## config.mk

```make
export PLATFORM = sky130hd
export DESIGN_NAME = vec_elem_sequencer
export DESIGN_NICKNAME = d
export VERILOG_FILES = /design/src/rtl/vec_elem_sequencer.sv
export SDC_FILE = /design/constraint.sdc
export NUM_CORES = 1
export LEC_CHECK = 0
export ABC_AREA = 1
export CORE_MARGIN = 8
export CORE_UTILIZATION = 40
export DETAILED_ROUTE_END_ITERATION = 10
export GPL_TIMING_DRIVEN = 0
export PLACE_DENSITY_LB_ADDON = 0.05
export SETUP_SLACK_MARGIN = 0.15
export SLEW_MARGIN = 15
export SYNTH_ARGS = -nofsm -noshare
export SYNTH_HDL_FRONTEND = slang
export SYNTH_SLANG_ARGS = --single-unit
export TNS_END_PERCENT = 100
```

## constraint.sdc

```tcl
create_clock -name clk -period 3.7 [get_ports clk]
set_input_delay 0.37 -clock clk [delete_from_list [all_inputs] [get_ports clk]]
set_output_delay 0.37 -clock clk [all_outputs]
set_load 0.005 [all_outputs]
```

## src/rtl/vec_elem_sequencer.sv

```systemverilog
// ---------------------------------------------------------------------------
// vec_elem_sequencer
//
// Purpose:
//   Takes the vector configuration presented by the CSR register file (vl,
//   vstart, SEW, LMUL, VLMAX, vta, vma) and, for each accepted instruction,
//   walks the active element range [vstart, min(vl, vlmax)) in beats one
//   datapath width wide. Every beat reports its first element index, the
//   register offset inside the LMUL group, and per-element enable and tail
//   masks. Beats go to the lane/execute stage over a valid/ready handshake.
//   A one-cycle done pulse tells the control unit the instruction is finished.
//
// Ports:
//   clk, n_rst           clock, synchronous active-low reset
//   cfg_valid/cfg_ready  config handshake (ready only while idle)
//   vec_length           vl
//   start_element        vstart
//   sew                  decoded SEW (8/16/32/64; anything else acts as 32)
//   vlmul                decoded LMUL (informational only)
//   vlmax                VLMAX
//   tail_agnostic        vta, latched at acceptance
//   mask_agnostic        vma, latched at acceptance
//   flush                abort the instruction in flight
//   beat_valid/ready     beat handshake toward the lanes
//   beat_elem_idx        index of the first element of the beat
//   beat_reg_off         register offset within the LMUL group
//   beat_elem_en         active-element mask (bit k = element idx+k)
//   beat_tail_en         tail-element mask
//   beat_ta, beat_ma     latched vta / vma
//   beat_last            final beat of the instruction
//   busy                 sequencer is not idle
//   seq_done             one-cycle completion pulse
// ---------------------------------------------------------------------------
module vec_elem_sequencer #(
    parameter int XLEN = 32,
    parameter int VLEN = 512,
    parameter int DLEN = 128
) (
    input  logic              clk,
    input  logic              n_rst,
    input  logic              cfg_valid,
    output logic              cfg_ready,
    input  logic [XLEN-1:0]   vec_length,
    input  logic [XLEN-1:0]   start_element,
    input  logic [6:0]        sew,
    input  logic [4:0]        vlmul,
    input  logic [9:0]        vlmax,
    input  logic              tail_agnostic,
    input  logic              mask_agnostic,
    input  logic              flush,
    output logic              beat_valid,
    input  logic              beat_ready,
    output logic [9:0]        beat_elem_idx,
    output logic [2:0]        beat_reg_off,
    output logic [DLEN/8-1:0] beat_elem_en,
    output logic [DLEN/8-1:0] beat_tail_en,
    output logic              beat_ta,
    output logic              beat_ma,
    output logic              beat_last,
    output logic              busy,
    output logic              seq_done
);

    localparam int NE = DLEN / 8;

    typedef enum logic [1:0] {
        IDLE,
        ISSUE,
        DONE
    } SeqStateT;

    SeqStateT    r_state;
    logic [9:0]  r_evl;
    logic [9:0]  r_vs;
    logic [9:0]  r_cur;
    logic [1:0]  r_sewCode;
    logic        r_ta;
    logic        r_ma;

    logic [1:0]  w_cfgSewCode;
    logic [10:0] w_cfgEpb;
    logic [9:0]  w_cfgEvl;
    logic [9:0]  w_cfgCur;
    logic        w_cfgHasWork;
    logic [10:0] w_epb;
    logic [9:0]  w_regOffFull;
    logic        w_lastBeat;
    logic        w_unused;

    // Elements per beat for an encoded SEW (0:8, 1:16, 2:32, 3:64).
    function automatic logic [10:0] epbOf(input logic [1:0] code);
        case (code)
            2'd0:    epbOf = 11'(DLEN / 8);
            2'd1:    epbOf = 11'(DLEN / 16);
            2'd2:    epbOf = 11'(DLEN / 32);
            default: epbOf = 11'(DLEN / 64);
        endcase
    endfunction

    // Which register of the LMUL group an element index lives in. The
    // divisors are elements per register, so these reduce to shifts.
    function automatic logic [9:0] regGroupOf(input logic [9:0] idx,
                                              input logic [1:0] code);
        case (code)
            2'd0:    regGroupOf = idx / 10'(VLEN / 8);
            2'd1:    regGroupOf = idx / 10'(VLEN / 16);
            2'd2:    regGroupOf = idx / 10'(VLEN / 32);
            default: regGroupOf = idx / 10'(VLEN / 64);
        endcase
    endfunction

    // Decode the incoming config so it can be latched in one step when the
    // handshake fires. The effective vl is clamped to VLMAX at full XLEN
    // width before narrowing. The start beat is vstart rounded down to a beat
    // boundary. Beat sizes are powers of two, so masking the low bits is the
    // same as floor division.
    always_comb begin
        w_cfgSewCode = 2'd2;
        case (sew)
            7'd8:    w_cfgSewCode = 2'd0;
            7'd16:   w_cfgSewCode = 2'd1;
            7'd32:   w_cfgSewCode = 2'd2;
            7'd64:   w_cfgSewCode = 2'd3;
            default: w_cfgSewCode = 2'd2;
        endcase
        w_cfgEpb     = epbOf(w_cfgSewCode);
        w_cfgEvl     = (vec_length < XLEN'(vlmax)) ? vec_length[9:0] : vlmax;
        w_cfgHasWork = (start_element < XLEN'(w_cfgEvl));
        w_cfgCur     = start_element[9:0] & ~(w_cfgEpb[9:0] - 10'd1);
    end

    // Quantities derived from the latched state of the instruction in flight.
    // The last beat is the one whose end reaches or passes the effective vl.
    // That guarantees tail-only beats are never issued.
    assign w_epb        = epbOf(r_sewCode);
    assign w_regOffFull = regGroupOf(r_cur, r_sewCode);
    assign w_lastBeat   = (({1'b0, r_cur} + w_epb) >= {1'b0, r_evl});

    // LMUL needs no handling because the walk already stops at min(vl, vlmax).
    // The high offset bits are always zero because offset < LMUL <= 8.
    assign w_unused = ^{vlmul, w_regOffFull[9:3], w_cfgEpb[10]};

    // Main sequencing FSM. Reset beats every other event. Flush only matters
    // once an instruction is in flight, so a flush seen while idle does not
    // block a config accepted in that same cycle. In ISSUE beat_valid is
    // always high, so a handshake is simply beat_ready.
    always_ff @(posedge clk) begin
        if (!n_rst) begin
            r_state   <= IDLE;
            r_evl     <= '0;
            r_vs      <= '0;
            r_cur     <= '0;
            r_sewCode <= '0;
            r_ta      <= 1'b0;
            r_ma      <= 1'b0;
        end else begin
            case (r_state)
                IDLE: begin
                    if (cfg_valid) begin
                        r_evl     <= w_cfgEvl;
                        r_vs      <= start_element[9:0];
                        r_cur     <= w_cfgCur;
                        r_sewCode <= w_cfgSewCode;
                        r_ta      <= tail_agnostic;
                        r_ma      <= mask_agnostic;
                        r_state   <= w_cfgHasWork ? ISSUE : DONE;
                    end
                end
                ISSUE: begin
                    if (flush) begin
                        r_state <= IDLE;
                    end else if (beat_ready) begin
                        if (w_lastBeat) begin
                            r_state <= DONE;
                        end else begin
                            r_cur <= r_cur + w_epb[9:0];
                        end
                    end
                end
                DONE: begin
                    r_state <= IDLE;
                end
                default: begin
                    r_state <= IDLE;
                end
            endcase
        end
    end

    // Outputs decoded purely from registered state. Every beat field is
    // forced to zero outside ISSUE, so reset and idle show clean zeros.
    // Nothing here depends on beat_ready, so fields hold stable under
    // backpressure. Mask bits beyond the current beat size stay zero.
    always_comb begin
        cfg_ready     = (r_state == IDLE);
        busy          = (r_state != IDLE);
        seq_done      = (r_state == DONE);
        beat_valid    = 1'b0;
        beat_elem_idx = '0;
        beat_reg_off  = '0;
        beat_elem_en  = '0;
        beat_tail_en  = '0;
        beat_ta       = 1'b0;
        beat_ma       = 1'b0;
        beat_last     = 1'b0;
        if (r_state == ISSUE) begin
            beat_valid    = 1'b1;
            beat_elem_idx = r_cur;
            beat_reg_off  = w_regOffFull[2:0];
            beat_ta       = r_ta;
            beat_ma       = r_ma;
            beat_last     = w_lastBeat;
            for (int k = 0; k < NE; k++) begin
                beat_elem_en[k] = (11'(k) < w_epb)
                                  && (({1'b0, r_cur} + 11'(k)) >= {1'b0, r_vs})
                                  && (({1'b0, r_cur} + 11'(k)) <  {1'b0, r_evl});
                beat_tail_en[k] = (11'(k) < w_epb)
                                  && (({1'b0, r_cur} + 11'(k)) >= {1'b0, r_evl});
            end
        end
    end

endmodule

```

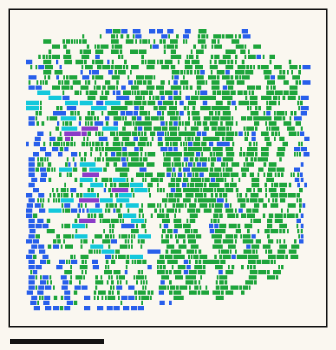
(cell classes on the final placement)
Scale bar: 50 um.
flip-flops -> cyan  # cells 35, share of their area 5.8%
other buffers and delay cells -> blue  # cells 261, share of their area 19%
all other logic -> green  # cells 1233, share of their area 74%
clock drivers and dummy loads -> purple  # cells 8, share of their area 1.4%
core area: 22600 um2
post-route design area: 12900 um2

==> changes_impl.md <==
## Flow update

* Clk. pwr at around 0.5 mW
* Fin crit share at 95.3%
* Max layer used: met4
* Hpwl dp at approximately 26 mm
* R2R Path End: r_cur[3]$_SDFFE_PN0P_
* Fp util at 40.6%
* Switching share of power at a little under half
* First-pass GRT wire length at 52.7 mm
* Total GRT Usage at a little under a quarter
* XOR/XNOR share of the synthesized area at roughly 6.4%
* Crit path cell chain: buf_12 -> clkinvlp_4 -> buf_6 -> ha_4 -> inv_4 -> nor2_4 -> nor2_4 -> buf_4 -> buf_4 -> ha_1 -> a21o_1 -> a31oi_1 -> o21ai_0 -> nand2_1 -> a21boi_0 -> o21ai_0 -> a21oi_1 -> dlymetal6s2s_1
* Setup Fix Bufs, Post-CTS at ~47
* # diodes at 1
* Met1 WL at ~15 mm
* Post-Synth AOI/OAI Area at 20.2%
* Dominant class by area: combinational gates
* Chip Height at ~170 um
* Logic share of the area at 66.8%
* Synth Instances at around 1300
* Met2 WL post-DR at between 15 and 20 mm
* Area leader share at between 30% and 40%
* Clk slew on worst S/H paths at about 0.060 ns
* Synth Seq Share at between 7 and 8%
* Layer carrying the most global-route usage: met2
* Minimum clock period at between 3 and 4 ns
* Non-clk bufs at roughly 260
* Pint at about 1.9 mW
* Rows at 55
* Hold Startpoint: r_ma$_SDFFE_PN0P_
* Power density over cell area at 276 nW/um2
* Maximum VDD drop at 0.000234 V
* Startpoint types: register
* # DRC at 0
* Library cells used by synthesis at just over 50
* WL/cell at approximately 19 um
* Power Total at ~3.5 mW
* Crit Path Class: reg2out
* CLK BUF at 5
* TritonCTS Buffers at 5
* Worst Setup SP: r_cur[3]$_SDFFE_PN0P_
* Met2 Usage GRT at between 30% and 40%
* Top Ports at 145
* Crit-path max FO at 7
* And+or+nand+nor area frac at between 15 and 20%
* Mux share at 0%
* Tap Cells at 285
* Inverter count at about 170
* Reg area at about 720 um2
* Worst Path Required at 3.33 ns
* Synth Register Bits at 35
* Share of post-route cells with drive strength above 1 at between 20% and 30%
* Routing usage on met3 at 4.04%
* Full die area at about 28000 um2
* Run status: completed
* Hold path endpoint: r_ma$_SDFFE_PN0P_
* ANT nets after route at 0
* Die x size at around 170 um
* Critical path buffers and inverters at 7
* Via count at roughly 9800
* Max Slew Vio Count at 0
* Count of final setup violators at 0
* Max Fclk at 283 MHz
* GP Congestion at about 0.88
* Leading power group: combinational cells
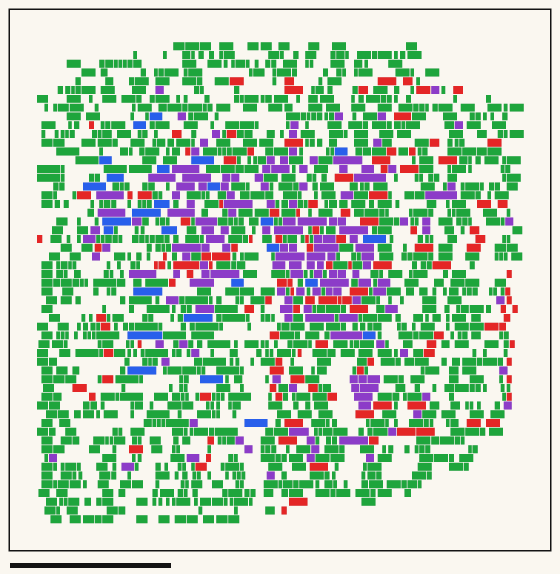
(cell sizes after repair)
Scale bar: 50 um.
drive 6 and up -> blue  # cells 26, share 1.7%
drive 3 to 4 -> purple  # cells 153, share 10%
drive 1 or less -> green  # cells 1229, share 80%
drive 2 -> red  # cells 129, share 8.4%
setup ws final: 0.172 ns
synth-to-layout area growth: 39.8%

No activity file was given, so power comes from the tool's default toggle rates.
